Fig. 1: run 1, placed standard cells
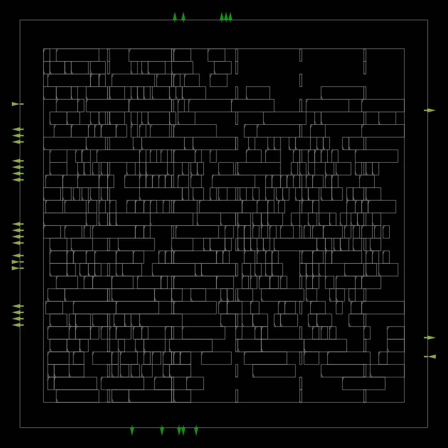
Fig. 2: run 1, cell classes on the final placement
Scale bar: 20 um.
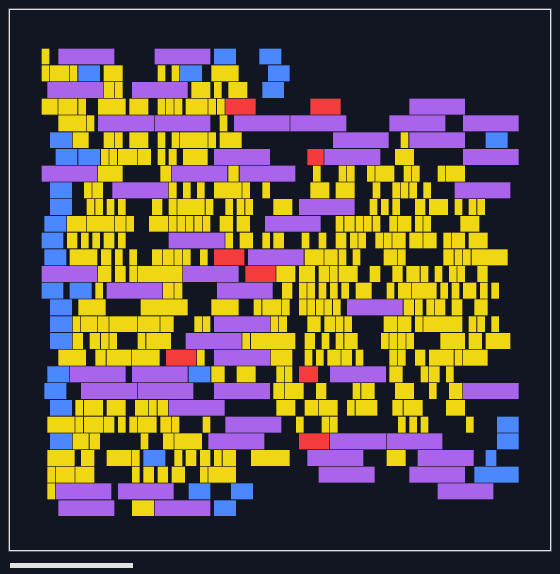
Fig. 3: run 1, clock network drawn from the DEF
Scale bar: 20 um.
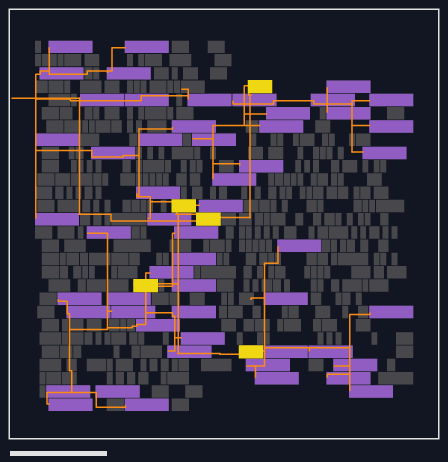
$ cat src/rtl/clock_pkg.sv
// Shared encodings and field limits for the clock timekeeping core.
package clock_pkg;

  // Edit position; RUN means normal timekeeping, the others select a field.
  typedef enum logic [1:0] {
    EDIT_RUN  = 2'd0,
    EDIT_SEC  = 2'd1,
    EDIT_MIN  = 2'd2,
    EDIT_HOUR = 2'd3
  } edit_pos_e;

  // Terminal BCD values; each field wraps to 00 after reaching these.
  localparam logic [7:0] SEC_MAX  = 8'h59;
  localparam logic [7:0] MIN_MAX  = 8'h59;
  localparam logic [7:0] HOUR_MAX = 8'h23;

  // Edit position reached by one set_shift pulse.
  function automatic edit_pos_e next_edit_pos(input edit_pos_e pos);
    case (pos)
      EDIT_RUN:  return EDIT_SEC;
      EDIT_SEC:  return EDIT_MIN;
      EDIT_MIN:  return EDIT_HOUR;
      default:   return EDIT_RUN;
    endcase
  endfunction

endpackage

$ cat src/rtl/bcd_mod_counter.sv
// Two-digit BCD counter that wraps to 00 after MAX.
// wrap is combinational so a carry chain settles within one cycle.
module bcd_mod_counter
  import clock_pkg::*;
#(
  parameter logic [7:0] MAX = SEC_MAX
) (
  input  logic       clk,
  input  logic       rst_n,
  input  logic       inc,
  output logic [7:0] value,
  output logic       wrap
);

  logic [7:0] r_value;
  logic [7:0] w_next;

  // Next BCD value: wrap at MAX, otherwise carry units into tens at 9.
  always_comb begin
    // NOTE: a default assignment first keeps every path assigned, so no latch is inferred.
    w_next = r_value;
    if (r_value == MAX) begin
      w_next = 8'h00;
    end else if (r_value[3:0] == 4'd9) begin
      w_next = {r_value[7:4] + 4'd1, 4'd0};
    end else begin
      w_next = {r_value[7:4], r_value[3:0] + 4'd1};
    end
  end

  // Value register advances only when asked to.
  always_ff @(posedge clk or negedge rst_n) begin
    // NOTE: sequential state uses non-blocking assignments so all registers update from pre-edge values.
    if (!rst_n) begin
      r_value <= 8'h00;
    end else if (inc) begin
      r_value <= w_next;
    end
  end

  assign value = r_value;
  assign wrap  = inc & (r_value == MAX);

endmodule

$ cat src/rtl/clock_time_core.sv
// Timekeeping and time-setting core: 1 Hz prescaler, HH:MM:SS in BCD,
// and a set_shift / set_time edit mode that freezes counting while active.
module clock_time_core
  import clock_pkg::*;
#(
  parameter int CLK_DIV = 50_000_000
) (
  input  logic       clk,
  input  logic       rst_n,
  input  logic       set_shift,
  input  logic       set_time,
  output logic [7:0] sec_bcd,
  output logic [7:0] min_bcd,
  output logic [7:0] hour_bcd,
  output logic [1:0] edit_pos,
  output logic       blink,
  output logic       tick_1hz
);

  localparam int PW = $clog2(CLK_DIV);

  logic [PW-1:0] r_presc;
  logic          r_tick;
  logic          r_blink;
  edit_pos_e     r_edit;
  edit_pos_e     w_edit_next;

  logic w_presc_wrap;
  logic w_run;
  logic w_set;
  logic w_sec_inc, w_min_inc, w_hour_inc;
  logic w_sec_wrap, w_min_wrap, w_hour_wrap;

  assign w_presc_wrap = (r_presc == PW'(CLK_DIV - 1));

  // Free-running prescaler; never paused or cleared by edit mode.
  always_ff @(posedge clk or negedge rst_n) begin
    if (!rst_n) begin
      r_presc <= '0;
    end else if (w_presc_wrap) begin
      r_presc <= '0;
    end else begin
      r_presc <= r_presc + PW'(1);
    end
  end

  // Registered 1 Hz tick and half-second blink, both one cycle behind the prescaler.
  always_ff @(posedge clk or negedge rst_n) begin
    if (!rst_n) begin
      r_tick  <= 1'b0;
      r_blink <= 1'b0;
    end else begin
      r_tick  <= w_presc_wrap;
      r_blink <= (r_presc < PW'(CLK_DIV / 2));
    end
  end

  // Edit position state register.
  always_ff @(posedge clk or negedge rst_n) begin
    if (!rst_n) begin
      r_edit <= EDIT_RUN;
    end else begin
      r_edit <= w_edit_next;
    end
  end

  // Edit position next-state: one step per set_shift pulse.
  always_comb begin
    w_edit_next = r_edit;
    if (set_shift) begin
      w_edit_next = next_edit_pos(r_edit);
    end
  end

  // Counting happens only in RUN; set_shift takes priority over set_time.
  // A wrap while still in HOUR (including the edge leaving HOUR) is ignored.
  assign w_run = (r_edit == EDIT_RUN);
  assign w_set = set_time & ~set_shift;

  // Increment select: carry chain when running, single field when editing.
  assign w_sec_inc  = w_run ? w_presc_wrap : (w_set & (r_edit == EDIT_SEC));
  assign w_min_inc  = w_run ? w_sec_wrap   : (w_set & (r_edit == EDIT_MIN));
  assign w_hour_inc = w_run ? w_min_wrap   : (w_set & (r_edit == EDIT_HOUR));

  bcd_mod_counter #(.MAX(SEC_MAX)) u_sec (
    .clk   (clk),
    .rst_n (rst_n),
    .inc   (w_sec_inc),
    .value (sec_bcd),
    .wrap  (w_sec_wrap)
  );

  bcd_mod_counter #(.MAX(MIN_MAX)) u_min (
    .clk   (clk),
    .rst_n (rst_n),
    .inc   (w_min_inc),
    .value (min_bcd),
    .wrap  (w_min_wrap)
  );

  bcd_mod_counter #(.MAX(HOUR_MAX)) u_hour (
    .clk   (clk),
    .rst_n (rst_n),
    .inc   (w_hour_inc),
    .value (hour_bcd),
    .wrap  (w_hour_wrap)
  );

  assign edit_pos = r_edit;
  assign blink    = r_blink;
  assign tick_1hz = r_tick;

endmodule

$ cat config.mk
export PLATFORM = sky130hd
export DESIGN_NAME = clock_time_core
export DESIGN_NICKNAME = d
export VERILOG_FILES = /design/src/rtl/clock_pkg.sv /design/src/rtl/bcd_mod_counter.sv /design/src/rtl/clock_time_core.sv
export SDC_FILE = /design/constraint.sdc
export NUM_CORES = 1
export LEC_CHECK = 0
export ABC_AREA = 1
export CAP_MARGIN = 20
export CORE_MARGIN = 5
export CORE_UTILIZATION = 55
export DETAILED_ROUTE_END_ITERATION = 8
export PLACE_DENSITY = 0.82
export SYNTH_ARGS = -nofsm -noshare
export SYNTH_HDL_FRONTEND = slang
export SYNTH_SLANG_ARGS = --single-unit
export TNS_END_PERCENT = 1
$ cat constraint.sdc
create_clock -name clk -period 2.36 [get_ports clk]
set_clock_uncertainty 0.05 [all_clocks]
set_input_delay 0.354 -clock clk [delete_from_list [all_inputs] [get_ports clk]]
set_output_delay 0.354 -clock clk [all_outputs]
set_load 0.01 [all_outputs]
==> results.py, run 1 <==
# Physical implementation metrics
metrics = {
    "outcome": {
        "status": "complete, no violations",
    },
    "critical_path": {
        "arrival_ns": 2.13,
        "critPathTopFamily": "simple AND/OR/NAND/NOR gates",
        "r2r-start": "edit_pos[0]$_DFFE_PN0P_",
        "cp_slowest_cell": "dfrtp_1",
        "timing.critical_path.mode_cell": "nand2_1",
        "cp_max_fo": 10,
        "crit_path_end_kind": "register",
        "worstSetupEndpoint": "u_hour.value[4]$_DFFE_PN0P_",
        "ff2ff_setup_slack_ns": 0.40,
        "cpPeakStageDelay_ns": 0.42,
    },
    "logic_synthesis": {
        "synth.cell_area_mm2": 0.00333,
        "synthAoiAreaFrac_pct": 5.04,
        "mappedNetlistNets": 415,
        "top_area_share_pct": 40.6,
        "xor_share_pct": 7.63,
        "async_reset_ff_share_pct": 100,
        "mux_area_share_pct": 0,
        "ys_seq_share_pct": 40.6,
    },
    "layout": {
        "biggestCellCategory": "combinational gates",
        "nNetsFinal": 453,
        "antenna_cells": 0,
        "buffers": 33,
        "drive_gt1_share_pct": 13.6,
        "final_cell_mix": "76 x nand2_1, 54 x dfrtp_1, 46 x inv_1, 46 x nor2_1, 30 x clkdlybuf4s50_1",
        "seqCellArea_mm2": 0.00135,
        "sh_comb_area_pct": 45.9,
    },
    "cts": {
        "cts.sinks": 54,
        "cts_buffers": 5,
        "cts_hold_buf": 1,
        "clock_path_buffers": 2,
        "cts_tree": "built",
        "cts_resized": 0,
    },
    "hold_path": {
        "min_from": "r_presc[25]$_DFF_PN0_",
        "worstHoldEndpoint": "blink$_DFF_PN0_",
        "hold_depth": 1,
    },
    "place": {
        "post-place-ws_ns": 0.341,
        "place_area_mm2": 0.00374,
        "dpl.cell_count": 499,
    },
    "floorplan": {
        "die_h_um": 87.8,
    },
    "drt": {
        "postRouteAntennaNets": 0,
        "viasPerCell": 5.24,
        "vias": 2664,
        "routed_wl_mm": 6.83,
        "wire_per_inst_um": 13.5,
        "wl_met3_um": 288,
    },
    "global_routing": {
        "top_usage_layer": "met2",
        "grt_first_pass_wirelength_mm": 12.0,
        "grt_pass1_vias": 2696,
        "gr-usage-met2_pct": 33.5,
        "antenna_found_initial": 0,
        "grtUsageTotal_pct": 19.6,
        "grt_remaining_overflow": 0,
    },
    "power_and_ir_drop": {
        "maxPowerGroup": "registers",
        "finalPower_uw": 2310,
        "p_per_area_mw_per_mm2": 601,
        "p_comb_uw": 612,
        "power_frac_seq_pct": 49.5,
        "sequentialPower_uw": 1140,
    },
    "job": {
        "warning_count": 35,
        "drv_cap": 0,
    },
    "sta": {
        "relSlewSlack_pct": 63.1,
        "maxSlewViolCount": 0,
        "rsz0062_at_grt": "no",
        "fin_crit_sh_pct": 83.1,
    },
}
Notes on Fig. 1 above:
tap cells: 75
fin cells: 508
core area: 0.00592 mm^2
flop count: 54
flop share of the area: 35.1%

Notes on Fig. 2 above:
| class | color | cells | share of their area |
|---|---|---|---|
| remaining logic cells | yellow | 338 | 52% |
| remaining buffers and delay cells | blue | 33 | 8.9% |
| registers | purple | 54 | 36% |
| clock drivers and dummy loads | red | 8 | 2.6% |
utilization after layout: 65.0%
fin area: 0.00385 mm^2
row cnt: 28

Notes on Fig. 3 above:
[clock-net drivers] yellow | count: 5
[flip-flops] purple | count: 54
[clock wires] orange | length: 632 um
flops lie: all over the die
clock share of power: 24.0%
Worst-Skew Late Latency: 0.31 ns
Clock Power: 555 uW

==> run 2, diff against run 1 <==
==> constraint.sdc (replaced) <==
create_clock -name clk -period 1.9 [get_ports clk]
set_clock_uncertainty 0.05 [all_clocks]
set_input_delay 0.285 -clock clk [delete_from_list [all_inputs] [get_ports clk]]
set_output_delay 0.285 -clock clk [all_outputs]
set_load 0.01 [all_outputs]
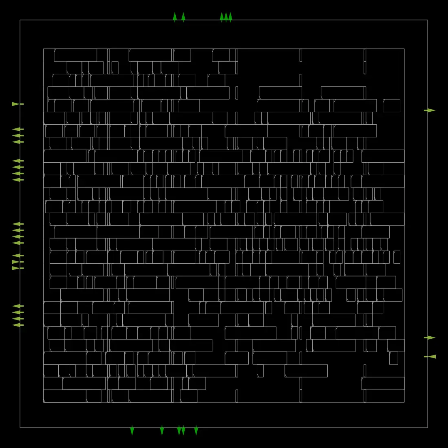
Fig. 4. Placed standard cells (run 2).
flop share of the area: 34.3%
fin cells: 517
utilization after layout: 66.6%
# fillers: 486

==> run 2 against run 1 <==
Compared with the run above:
- critical path depth rose by 1
- worst hold slack worse by 0.035 ns
- setup slack worse by 0.27 ns
- power up 30%
- synthesized cell count unchanged
- clock power up 39%
- largest cell class unchanged
==> results.py, run 2 <==
# Physical implementation metrics
metrics = {
    "outcome": {
        "status": "complete, no violations",
    },
    "job": {
        "drv_cap": 0,
        "warning_count": 35,
    },
    "cts": {
        "clock_path_buffers": 2,
        "cts_hold_buf": 1,
        "cts_buffers": 5,
        "cts_tree": "built",
        "cts.sinks": 54,
        "post_cts_buffers": 0,
        "cts_resized": 0,
        "worstSkewPairLatency_ns": 0.30,
    },
    "power_and_ir_drop": {
        "p_clk_uw": 769,
        "clock_power_share_pct": 25.5,
        "p_comb_uw": 827,
        "finalPower_uw": 3010,
        "p_comb_share_pct": 27.4,
        "intPower_uw": 2080,
        "power_frac_seq_pct": 47.1,
        "maxPowerGroup": "registers",
        "p_per_area_mw_per_mm2": 764,
        "sequentialPower_uw": 1420,
    },
    "layout": {
        "nNetsFinal": 462,
        "seqCellArea_mm2": 0.00135,
        "design_area_mm2": 0.00395,
        "regMostFlops": "r_presc",
        "drive_gt1_share_pct": 15.6,
        "antenna_cells": 0,
        "ff_count": 54,
        "buffers": 42,
        "clkCellAreaFrac_pct": 2.70,
        "biggestCellCategory": "combinational gates",
        "final_cell_mix": "75 x nand2_1, 54 x dfrtp_1, 46 x inv_1",
        "sh_comb_area_pct": 45.0,
    },
    "critical_path": {
        "worstSetupEndpoint": "u_hour.value[6]$_DFFE_PN0P_",
        "crit_path_end_kind": "register",
        "timing.critical_path.mode_cell": "nand2_1",
        "startpoint_type": "register",
        "critPathTopFamily": "simple AND/OR/NAND/NOR gates",
        "arrival_ns": 1.92,
        "cp_max_fo": 10,
        "r2r-start": "u_min.value[5]$_DFFE_PN0P_",
        "cp_slowest_cell": "dfrtp_1",
        "cpPeakStageDelay_ns": 0.45,
        "ff2ff_setup_slack_ns": 0.13,
    },
    "logic_synthesis": {
        "synthAoiAreaFrac_pct": 5.04,
        "xor_share_pct": 7.63,
        "async_reset_ff_share_pct": 100,
        "ys_top_cells_by_area": "dfrtp_1 41%, nand2_1 8.6%, xor2_1 6.8%",
        "mux_area_share_pct": 0,
        "top_area_share_pct": 40.6,
        "netlist_top_cells_count": "76 x nand2_1, 54 x dfrtp_1, 46 x inv_1, 46 x nor2_1, 26 x xor2_1",
        "ys_cells": 394,
        "synth.cell_area_mm2": 0.00333,
        "top_cell": "nand2_1",
        "ys_seq_share_pct": 40.6,
        "mappedNetlistNets": 415,
    },
    "floorplan": {
        "std_cell_rows": 28,
        "die_h_um": 87.8,
        "taps": 75,
        "die_w_um": 87.8,
        "fp.coreArea_mm2": 0.00592,
    },
    "global_routing": {
        "antenna_found_initial": 0,
        "use_met1_pct": 26.8,
        "grt_remaining_overflow": 0,
        "gr-usage-met2_pct": 35.1,
        "grt_pass1_vias": 2887,
        "top_usage_layer": "met2",
        "grt_first_pass_wirelength_mm": 12.7,
    },
    "drt": {
        "postRouteAntennaNets": 0,
        "viasPerCell": 5.34,
        "routed_wl_mm": 7.16,
        "vias": 2759,
        "detail_route.first_pass.iterations": 4,
        "wl_met3_um": 314,
    },
    "place": {
        "dpl.cell_count": 508,
        "post-place-ws_ns": 0.0664,
        "place_area_mm2": 0.00382,
    },
    "sta": {
        "fin_ws_ns": 0.131,
        "rsz0062_at_grt": "no",
        "relSlewSlack_pct": 67.4,
        "fin_crit_sh_pct": 93.1,
        "whs_ns": 0.416,
        "fin_setup_tns_ns": 0,
        "maxSlewViolCount": 0,
    },
}
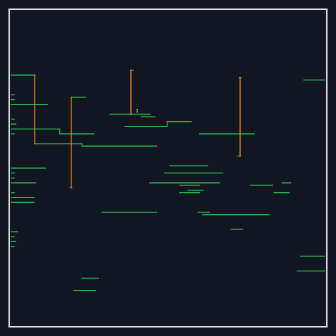
Fig. 5. Wiring by layer (run 2).
Two of the layers only.
| layer | color | wire length |
|---|---|---|
| M3 | green | 314 um |
| M4 | orange | 78.2 um |
Wirelength per Cell: 13.9 um
Global Route Usage Sum: 20.8%

Power and IR drop assume default switching activity.
